--- src/rtl/snn_digit_decoder_if.sv ---
// Result port of the SNN digit decoder: a valid/ready channel carrying the
// winning class, its spike count and the tie/no-spike flags.
interface snn_digit_decoder_if #(
  parameter int IDX_W = 4,
  parameter int CNT_W = 8
) ();
  logic             result_valid;
  logic             result_ready;
  logic [IDX_W-1:0] result_digit;
  logic [CNT_W-1:0] result_count;
  logic             result_tie;
  logic             result_none;

  modport master (
    output result_valid,
    input  result_ready,
    output result_digit,
    output result_count,
    output result_tie,
    output result_none
  );

  modport slave (
    input  result_valid,
    output result_ready,
    input  result_digit,
    input  result_count,
    input  result_tie,
    input  result_none
  );
endinterface

--- src/rtl/snn_digit_decoder.sv ---
// Accumulates per-class output-layer spikes over a programmable window, then
// scans the counters one class per cycle to pick the winning digit.
module snn_digit_decoder #(
  parameter int OUTPUT_SIZE = 10,
  parameter int WIN_W       = 16,
  parameter int CNT_W       = 8,
  parameter int IDX_W       = 4
) (
  input  logic                   clk,
  input  logic                   rst_n,
  input  logic                   start_i,
  input  logic                   abort_i,
  input  logic [WIN_W-1:0]       window_len_i,
  input  logic [OUTPUT_SIZE-1:0] digit_spikes_i,
  output logic                   busy_o,
  snn_digit_decoder_if.master    result_if
);

  typedef enum logic [1:0] {
    IDLE   = 2'd0,
    ACCUM  = 2'd1,
    ARGMAX = 2'd2,
    HOLD   = 2'd3
  } state_e;

  localparam logic [CNT_W-1:0] CNT_MAX  = {CNT_W{1'b1}};
  localparam logic [IDX_W-1:0] LAST_IDX = IDX_W'(OUTPUT_SIZE - 1);

  state_e           state_q;
  logic [WIN_W-1:0] win_len_q;
  logic [WIN_W-1:0] win_cnt_q;
  logic [CNT_W-1:0] cnt_q [OUTPUT_SIZE];
  logic [IDX_W-1:0] scan_idx_q;
  logic [CNT_W-1:0] max_q;
  logic [IDX_W-1:0] best_q;
  logic             tie_q;
  logic             busy_q;
  logic             valid_q;
  logic [IDX_W-1:0] digit_q;
  logic [CNT_W-1:0] count_q;
  logic             res_tie_q;
  logic             none_q;

  logic [CNT_W-1:0] cur_cnt_d;
  logic [CNT_W-1:0] max_d;
  logic [IDX_W-1:0] best_d;
  logic             tie_d;

  // One argmax step: strict greater-than replaces, so the lowest index keeps ties.
  always_comb begin
    cur_cnt_d = cnt_q[scan_idx_q];
    max_d     = max_q;
    best_d    = best_q;
    tie_d     = tie_q;
    if (cur_cnt_d > max_q) begin
      max_d  = cur_cnt_d;
      best_d = scan_idx_q;
      tie_d  = 1'b0;
    end else if ((cur_cnt_d == max_q) && (max_q != '0) && (scan_idx_q > best_q)) begin
      tie_d = 1'b1;
    end else begin
      tie_d = tie_q;
    end
  end

  // Window control, spike accumulation, argmax scan and result hold.
  always_ff @(posedge clk or negedge rst_n) begin
    if (!rst_n) begin
      state_q    <= IDLE;
      win_len_q  <= '0;
      win_cnt_q  <= '0;
      for (int i = 0; i < OUTPUT_SIZE; i++) cnt_q[i] <= '0;
      scan_idx_q <= '0;
      max_q      <= '0;
      best_q     <= '0;
      tie_q      <= 1'b0;
      busy_q     <= 1'b0;
      valid_q    <= 1'b0;
      digit_q    <= '0;
      count_q    <= '0;
      res_tie_q  <= 1'b0;
      none_q     <= 1'b0;
    end else if (abort_i) begin
      // Counters are deliberately left alone; the next start clears them.
      state_q <= IDLE;
      busy_q  <= 1'b0;
      valid_q <= 1'b0;
    end else begin
      case (state_q)
        IDLE: begin
          if (start_i && (window_len_i != '0)) begin
            win_len_q <= window_len_i;
            win_cnt_q <= '0;
            for (int i = 0; i < OUTPUT_SIZE; i++) cnt_q[i] <= '0;
            busy_q    <= 1'b1;
            state_q   <= ACCUM;
          end else begin
            state_q <= IDLE;
          end
        end
        ACCUM: begin
          for (int i = 0; i < OUTPUT_SIZE; i++) begin
            if (digit_spikes_i[i] && (cnt_q[i] != CNT_MAX)) begin
              cnt_q[i] <= cnt_q[i] + CNT_W'(1);
            end
          end
          if (win_cnt_q == (win_len_q - WIN_W'(1))) begin
            scan_idx_q <= '0;
            max_q      <= '0;
            best_q     <= '0;
            tie_q      <= 1'b0;
            state_q    <= ARGMAX;
          end else begin
            win_cnt_q <= win_cnt_q + WIN_W'(1);
          end
        end
        ARGMAX: begin
          max_q  <= max_d;
          best_q <= best_d;
          tie_q  <= tie_d;
          if (scan_idx_q == LAST_IDX) begin
            none_q    <= (max_d == '0);
            digit_q   <= (max_d == '0) ? '0 : best_d;
            count_q   <= max_d;
            res_tie_q <= (max_d == '0) ? 1'b0 : tie_d;
            valid_q   <= 1'b1;
            state_q   <= HOLD;
          end else begin
            scan_idx_q <= scan_idx_q + IDX_W'(1);
          end
        end
        HOLD: begin
          if (result_if.result_ready) begin
            valid_q <= 1'b0;
            busy_q  <= 1'b0;
            state_q <= IDLE;
          end else begin
            state_q <= HOLD;
          end
        end
        default: begin
          state_q <= IDLE;
          busy_q  <= 1'b0;
          valid_q <= 1'b0;
        end
      endcase
    end
  end

  assign busy_o                 = busy_q;
  assign result_if.result_valid = valid_q;
  assign result_if.result_digit = digit_q;
  assign result_if.result_count = count_q;
  assign result_if.result_tie   = res_tie_q;
  assign result_if.result_none  = none_q;

endmodule

--- src/flat_wrapper.sv ---
// flat-port wrapper written by rule: the top's interface ports become plain ports
module snn_digit_decoder_flat 
#(
  parameter int OUTPUT_SIZE = 10,
  parameter int WIN_W       = 16,
  parameter int CNT_W       = 8,
  parameter int IDX_W       = 4
)
  (clk, rst_n, start_i, abort_i, window_len_i, digit_spikes_i, busy_o, result_if_result_valid, result_if_result_ready, result_if_result_digit, result_if_result_count, result_if_result_tie, result_if_result_none);
  snn_digit_decoder_if #(.IDX_W(IDX_W), .CNT_W(CNT_W)) result_if_i ();
  input  logic clk;
  input  logic rst_n;
  input  logic start_i;
  input  logic abort_i;
  input  logic [WIN_W-1:0] window_len_i;
  input  logic [OUTPUT_SIZE-1:0] digit_spikes_i;
  output logic busy_o;
  output wire logic [$bits(result_if_i.result_valid)-1:0] result_if_result_valid;
  input wire logic [$bits(result_if_i.result_ready)-1:0] result_if_result_ready;
  output wire logic [$bits(result_if_i.result_digit)-1:0] result_if_result_digit;
  output wire logic [$bits(result_if_i.result_count)-1:0] result_if_result_count;
  output wire logic [$bits(result_if_i.result_tie)-1:0] result_if_result_tie;
  output wire logic [$bits(result_if_i.result_none)-1:0] result_if_result_none;
  assign result_if_result_valid = result_if_i.result_valid;
  assign result_if_i.result_ready = result_if_result_ready;
  assign result_if_result_digit = result_if_i.result_digit;
  assign result_if_result_count = result_if_i.result_count;
  assign result_if_result_tie = result_if_i.result_tie;
  assign result_if_result_none = result_if_i.result_none;
  snn_digit_decoder #(.OUTPUT_SIZE(OUTPUT_SIZE), .WIN_W(WIN_W), .CNT_W(CNT_W), .IDX_W(IDX_W)) u_core (.clk(clk), .rst_n(rst_n), .start_i(start_i), .abort_i(abort_i), .window_len_i(window_len_i), .digit_spikes_i(digit_spikes_i), .busy_o(busy_o), .result_if(result_if_i));
endmodule
--- config.mk ---
export PLATFORM = sky130hd
export DESIGN_NAME = snn_digit_decoder_flat
export DESIGN_NICKNAME = d
export VERILOG_FILES = /design/src/rtl/snn_digit_decoder_if.sv /design/src/rtl/snn_digit_decoder.sv /design/src/flat_wrapper.sv
export SDC_FILE = /design/constraint.sdc
export NUM_CORES = 1
export LEC_CHECK = 0
export ABC_AREA = 1
export CORE_AREA = 2 2 144 146
export CTS_CLUSTER_DIAMETER = 100
export DETAILED_ROUTE_END_ITERATION = 10
export DIE_AREA = 0 0 146 148
export GPL_ROUTABILITY_DRIVEN = 0
export PLACE_DENSITY = 0.67
export SETUP_SLACK_MARGIN = 0.15
export SYNTH_ARGS = -nofsm -noshare
export SYNTH_HDL_FRONTEND = slang
export SYNTH_SLANG_ARGS = --single-unit
--- constraint.sdc ---
create_clock -name clk -period 3.5 [get_ports clk]
set_input_delay 0.7 -clock clk [delete_from_list [all_inputs] [get_ports clk]]
set_output_delay 0.7 -clock clk [all_outputs]
set_load 0.01 [all_outputs]
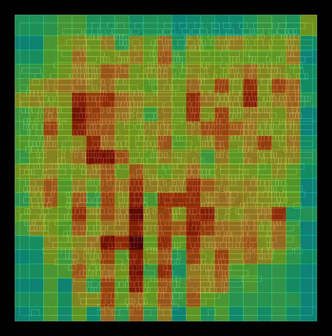
*Congestion heat map, run 1*
GR peak layer: met2
GRT Overall Usage: 23.18%
met1 Track Usage GR: 31.05%
wire length per cell: 14.46 µm
final core occ: 55.78%

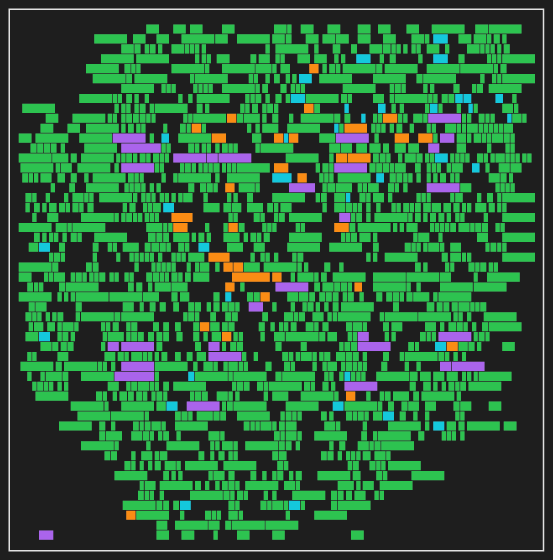
*Drive-strength map, run 1*
colour	size	cells	share	most used
purple	_6 and larger	30	2.1%	clkbuf_16
green	_0 and _1 cells	1329	93%	nand2_1
cyan	_2 cells	36	2.5%	a21oi_2
orange	_3 and _4 cells	33	2.3%	buf_4
worst setup margin: 0.2629 ns
Non-clk bufs: 64
Area Growth Syn to Fin: 13.45%
Final Cell Area: 0.01118 mm²

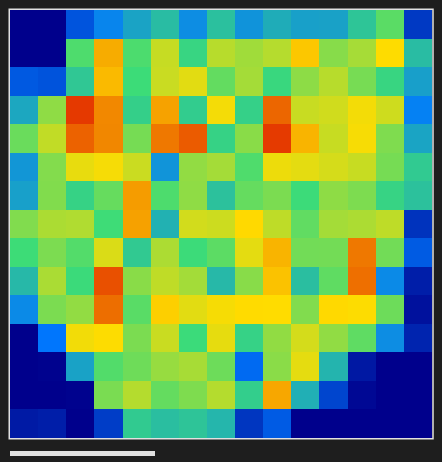
*Placement density heat map, run 1*
Scale bar: 50 µm. 15 x 15 tiles, from dark blue (low) to red (high), 0 to 100% covered.
emptiest ninth of the die	lower right
nearly empty tiles	9.3%
fullest tile	94%
core area: 0.02004 mm²
floorplan core density: 49.16%

==> summary.txt, run 1 <==
flow finished, numbers: Flop area 0.003682 mm², IO Count 47, Clk network pwr share 21.5%, nets@finish 1476, VDD IR max around 0.56 mV, final cell count without fillers approximately 1700, highest routing layer actually used met4, CP dominant cell by count nand2_1, CP Buf/Inv Count 3, switch share 49.62%, hold buffer count at cts 0, post-synthesis cell count from yosys 1386, DRC 0, M2 GR Usage 39.17%, Yosys chip area 0.009852 mm², post-synth top area cell dfrtp_1, asr flop ratio synth 100.0%, Ys Warns 0, Place WS 0.1413 ns, status finished clean, fin crit share roughly 92%, Overflow after GRT 0, R2R setup slack 0.26 ns, Post-synth seq share between 30 and 40%, post-place instance area roughly 0.010 mm², Worst EP required ~3.8 ns, PostCTS Resize Cnt 2, Crit-path slowest cell dfrtp_1, Gate power share 53.2%, total power approximately 8.7 mW, DR WL met2 11.99 mm, crit-path cells buf_12, clkinvlp_4, buf_2, o211ai_1, nand3_1, nand3_1, nand2_1, ha_1, a21oi_1, nand2_1, nand2_1, nand2_1, nand2_4, nand2_1, o21ai_2, nand2_1, nor2_1, nand2_2, nand3_1, nand2_1, CTS Root Cell clkbuf_16, reg2reg start u_core.scan_idx_q[1], Seq cells post-synth 147, top logic cells by instance count in the layout 359 x nand2_1, 156 x nand3_1, 148 x inv_1, 146 x dfrtp_1, 134 x nor2_1, Clk. pwr 1.87 mW, Area leader share around 37%, flop share of the area 32.95%, combinational power 4.65 mW, yosys aoi share 9.855%, Comb gate area 0.005339 mm², hold crit path type in2async, GR Layer Usage met3 3.765%, critical path class reg2reg, XOR Share, Synth between 7 and 8%, Most common reg cell dfrtp_1, synth cell count leaders 360 x nand2_1, 156 x nand3_1, 149 x inv_1, 147 x dfrtp_1, 134 x nor2_1, drt first pass iters 6, Setup Fix Bufs, Post-CTS 0, row count between 50 and 60, CP endpoint kind flop, Pwr Density 781.2 mW/mm², final number of max-transition violations 0, sequential power share between 20 and 30%, largest net degree at the start of global routing between 70 and 80, Top reg by flops u_core.cnt_q, worst rel slew slack 32.68%, Signal buf overhead 5.463%, Comb/total area 47.77%, multi-input gates just over 1000, cell count after synthesis 1386, synth top area cells dfrtp_1 37%, nand2_1 14%, nand3_1 7.9%, Largest register FFs 80, CP max FO 29, Leak 5.020 nW, Top Consumer combinational logic, WP data arrival 3.55 ns, n_taps 270, mux share less than 1%
## run 1: worst max-delay path by stage
stage / startpoint / end / slack [ns] / depth (start not counted)
finish: u_core.scan_idx_q[1] / u_core.result_if.result_digit[3] / 0.26 / 20
global route: u_core.scan_idx_q[1] / u_core.result_if.result_digit[3] / 0.09 / 20
CTS: u_core.scan_idx_q[0] / u_core.result_if.result_digit[3] / 0.19 / 18
detailed placement: u_core.scan_idx_q[0] / u_core.result_if.result_digit[3] / 0.14 / 18
global placement: u_core.scan_idx_q[3] / u_core.result_if.result_digit[3] / 0.13 / 17
floorplan: u_core.scan_idx_q[0] / u_core.result_if.result_digit[3] / 0.62 / 21
==> run 1 -> run 2 <==
--- a/config.mk
+++ b/config.mk
@@ -8,6 +8,7 @@
 export ABC_AREA = 1
 export CORE_AREA = 2 2 144 146
 export CTS_CLUSTER_DIAMETER = 100
+export CTS_CLUSTER_SIZE = 10
 export DETAILED_ROUTE_END_ITERATION = 10
 export DIE_AREA = 0 0 146 148
 export GPL_ROUTABILITY_DRIVEN = 0
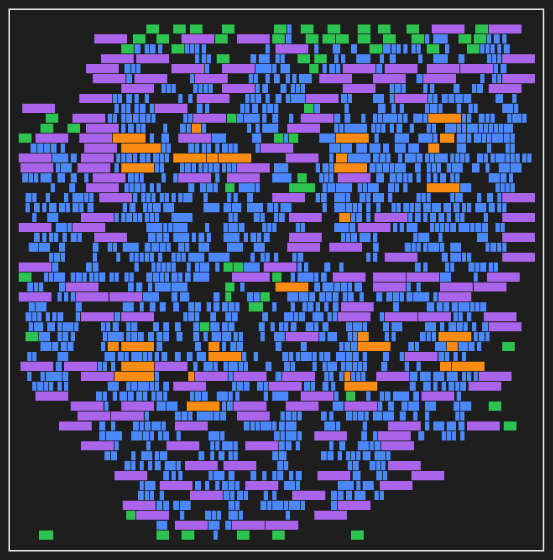
*Cells coloured by class, run 2*
colour	class	cells	share of their area
blue	combinational and other logic	1185	55%
purple	flops	147	34%
green	other buffers and delay cells	64	5.6%
orange	clock drivers and dummy loads	32	5.5%
row count: 52
flop share of the area: 32.95%

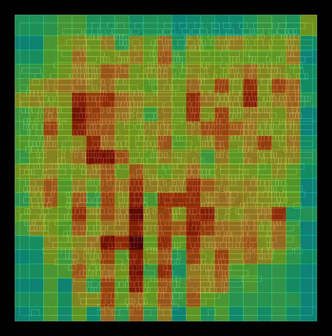
*Congestion heat map, run 2*
M2 GR Usage: 39.17%
GR Layer Usage met3: 3.765%

==> run 2 against run 1 <==
Count of clock-buffer cells in the layout is the same. Synthesized cell count is the same. Sequential power is essentially flat. Global-route usage is the same. Utilization is the same. Flip-flop count is the same. Clock power is essentially flat. Area after synthesis is the same. Largest power group unchanged. Worst setup slack is the same. Design area is the same. Critical path type unchanged.
==> summary.txt, run 2 <==
flow finished, numbers: worst rel slew slack 32.68% (unchanged), PostCTS Resize Cnt 2 (unchanged), final wirelength 24.56 mm, Signal buf overhead 5.463% (unchanged), multi-input gates 1024 (unchanged), Worst Tran Pin Value 1.010 ns, Area Growth Syn to Fin 13.45% (unchanged), PortBufs ~46, Largest register FFs 80 (unchanged), cell count after synthesis 1386 (unchanged), synth top area cells dfrtp_1 37%, nand2_1 14%, nand3_1 7.9%, CP peak stage delay 0.38 ns, post-synth top area cell dfrtp_1, initial antenna violation count 0, CP endpoint kind flop, Peak Freq between 300 and 400 MHz, GR peak layer met2, Leak 5.020 nW (unchanged), VDD IR max 0.5568 mV (unchanged), Log Warnings 30, combinational power 4.65 mW (about the same), Most common reg cell dfrtp_1, skew final 0.007819 ns, post-place instance area 0.01049 mm² (unchanged), Top reg by flops u_core.cnt_q, registers 147, yosys aoi share 9.855% (unchanged), sequential power share 25.3% (about the same), via count of the routed design 9039, fin crit share 92.49% (unchanged), Non-clk bufs 64 (unchanged), Seq group 2.21 mW, Worst-path clk slew 0.06 ns, DRT met1 WL 10.99 mm, GRT Overall Usage 23.18% (unchanged), Worst EP required 3.82 ns (about the same), Fill cells about 1900, hold crit path type in2async, Mapped Nets 1447, Comb gate area 0.005339 mm² (unchanged), Post-synth EDFFs 0, final-layout clock buffer total 17, Seq cells post-synth 147 (unchanged), antenna viol nets, final 0, Die Span Y 148 µm, Overflow after GRT 0 (unchanged), WP data arrival 3.55 ns (about the same), n_taps 270 (unchanged), Ys Warns 0 (unchanged), asr flop ratio synth 100.0% (unchanged), mux share 0.3429% (unchanged), CP dominant cell by count nand2_1, CTS tree built, Cells after DPL approximately 1700, Setup Fix Bufs, Post-CTS 0 (unchanged), synth cell count leaders 360 x nand2_1, 156 x nand3_1, 149 x inv_1, 147 x dfrtp_1, 134 x nor2_1, Synth Area in Simple Gates 32.45%, CP Buf/Inv Count 3 (unchanged), CP max FO 29 (unchanged), WL met3 1.169 mm, Yosys chip area 0.009852 mm² (unchanged), total power 8.731 mW (unchanged), clock latency on the worst-skew pair between 0.4 and 0.5 ns, Layout clock area frac 5.306%, drt first pass iters 6 (unchanged), core area 0.02004 mm² (unchanged), R2R setup slack 0.26 ns (about the same), most numerous logic cell after layout nand2_1, crit-path cells buf_12, clkinvlp_4, buf_2, o211ai_1, nand3_1, nand3_1, nand2_1, ha_1, a21oi_1, nand2_1, nand2_1, nand2_1, nand2_4, nand2_1, o21ai_2, nand2_1, nor2_1, nand2_2, nand3_1, nand2_1, DR vias/cell ~5.3, Final Cell Area 0.01118 mm² (unchanged), share of cells above drive strength 1 6.933%, Top Consumer combinational logic, met1 Track Usage GR 31.05% (unchanged), Leading cell kind multi-input combinational cells, chip area approximately 0.022 mm², RSZ-0062 raised after global routing no, hpwl dp 17.25 mm, ANT cells 0, Net Sw Power 4.332 mW, # setup viols final 0, hold buffer count at cts 0 (unchanged), yosys adder share 3.810%, Pwr Density 781.2 mW/mm² (unchanged), Crit-path slowest cell dfrtp_1, global-route wire length before repair 41.06 mm, Regs by FF count u_core.cnt_q (80), u_core.win_cnt_q (16), u_core.win_len_q (16), Reg2Reg Depth 20, most numerous cell in the Yosys netlist nand2_1, post-synthesis cell count from yosys 1386 (unchanged), nets@finish 1476 (unchanged), floorplan core density 49.16% (unchanged), Area leader share 37.34% (unchanged), IO Count 47 (unchanged), Flop area 0.003682 mm² (unchanged), Inverters 161, CTS max path bufs 2, final number of max-transition violations 0 (unchanged), max-cap violation count 0, final core occ 55.78% (unchanged), Gate power share 53.2% (about the same), Avg Cell Area, Syn 7.108 µm², crit path time final 3.237 ns, Place WS 0.1413 ns (unchanged), H-tree Lvls 4, RR Endpoint u_core.result_if.result_digit[3], Unique cell types 38, Startpoint Class flop, CTS Buf Count 17, Pint 4.399 mW, XOR Share, Synth 7.290% (unchanged), switch share 49.62% (unchanged), number of DRC markers in iteration 0 775, Clk network pwr share 21.5% (about the same), final cell count without fillers 1698 (unchanged), DRC 0 (unchanged), Post-synth seq share 37.34% (unchanged), top logic cells by instance count in the layout 359 x nand2_1, 156 x nand3_1, 148 x inv_1, 146 x dfrtp_1, 134 x nor2_1, largest net degree at the start of global routing 74 (unchanged), highest routing layer actually used met4, CTS Root Cell clkbuf_16, Worst path top cell family by delay simple AND/OR/NAND/NOR gates, reg2reg start u_core.scan_idx_q[1], clk sinks 147, wire length per cell 14.46 µm (unchanged), Final Hold Viols 0, worst setup margin 0.2629 ns (unchanged), DR WL met2 11.99 mm (unchanged), status finished clean, Comb/total area 47.77% (unchanged), Clk. pwr 1.87 mW (about the same), Die X 146 µm, critical path class reg2reg, Worst Hold Slack roughly 0.30 ns
run 2: worst max path at each step:
stage / from / end / slack, ns / cells after the start
final: u_core.scan_idx_q[1] / u_core.result_if.result_digit[3] / 0.26 / 20
after global routing: u_core.scan_idx_q[1] / u_core.result_if.result_digit[3] / 0.09 / 20
after CTS: u_core.scan_idx_q[0] / u_core.result_if.result_digit[3] / 0.19 / 18
after detailed placement: u_core.scan_idx_q[0] / u_core.result_if.result_digit[3] / 0.14 / 18
after global placement: u_core.scan_idx_q[3] / u_core.result_if.result_digit[3] / 0.13 / 17
after floorplan: u_core.scan_idx_q[0] / u_core.result_if.result_digit[3] / 0.62 / 21
Power is estimated from default activity; no workload was simulated.
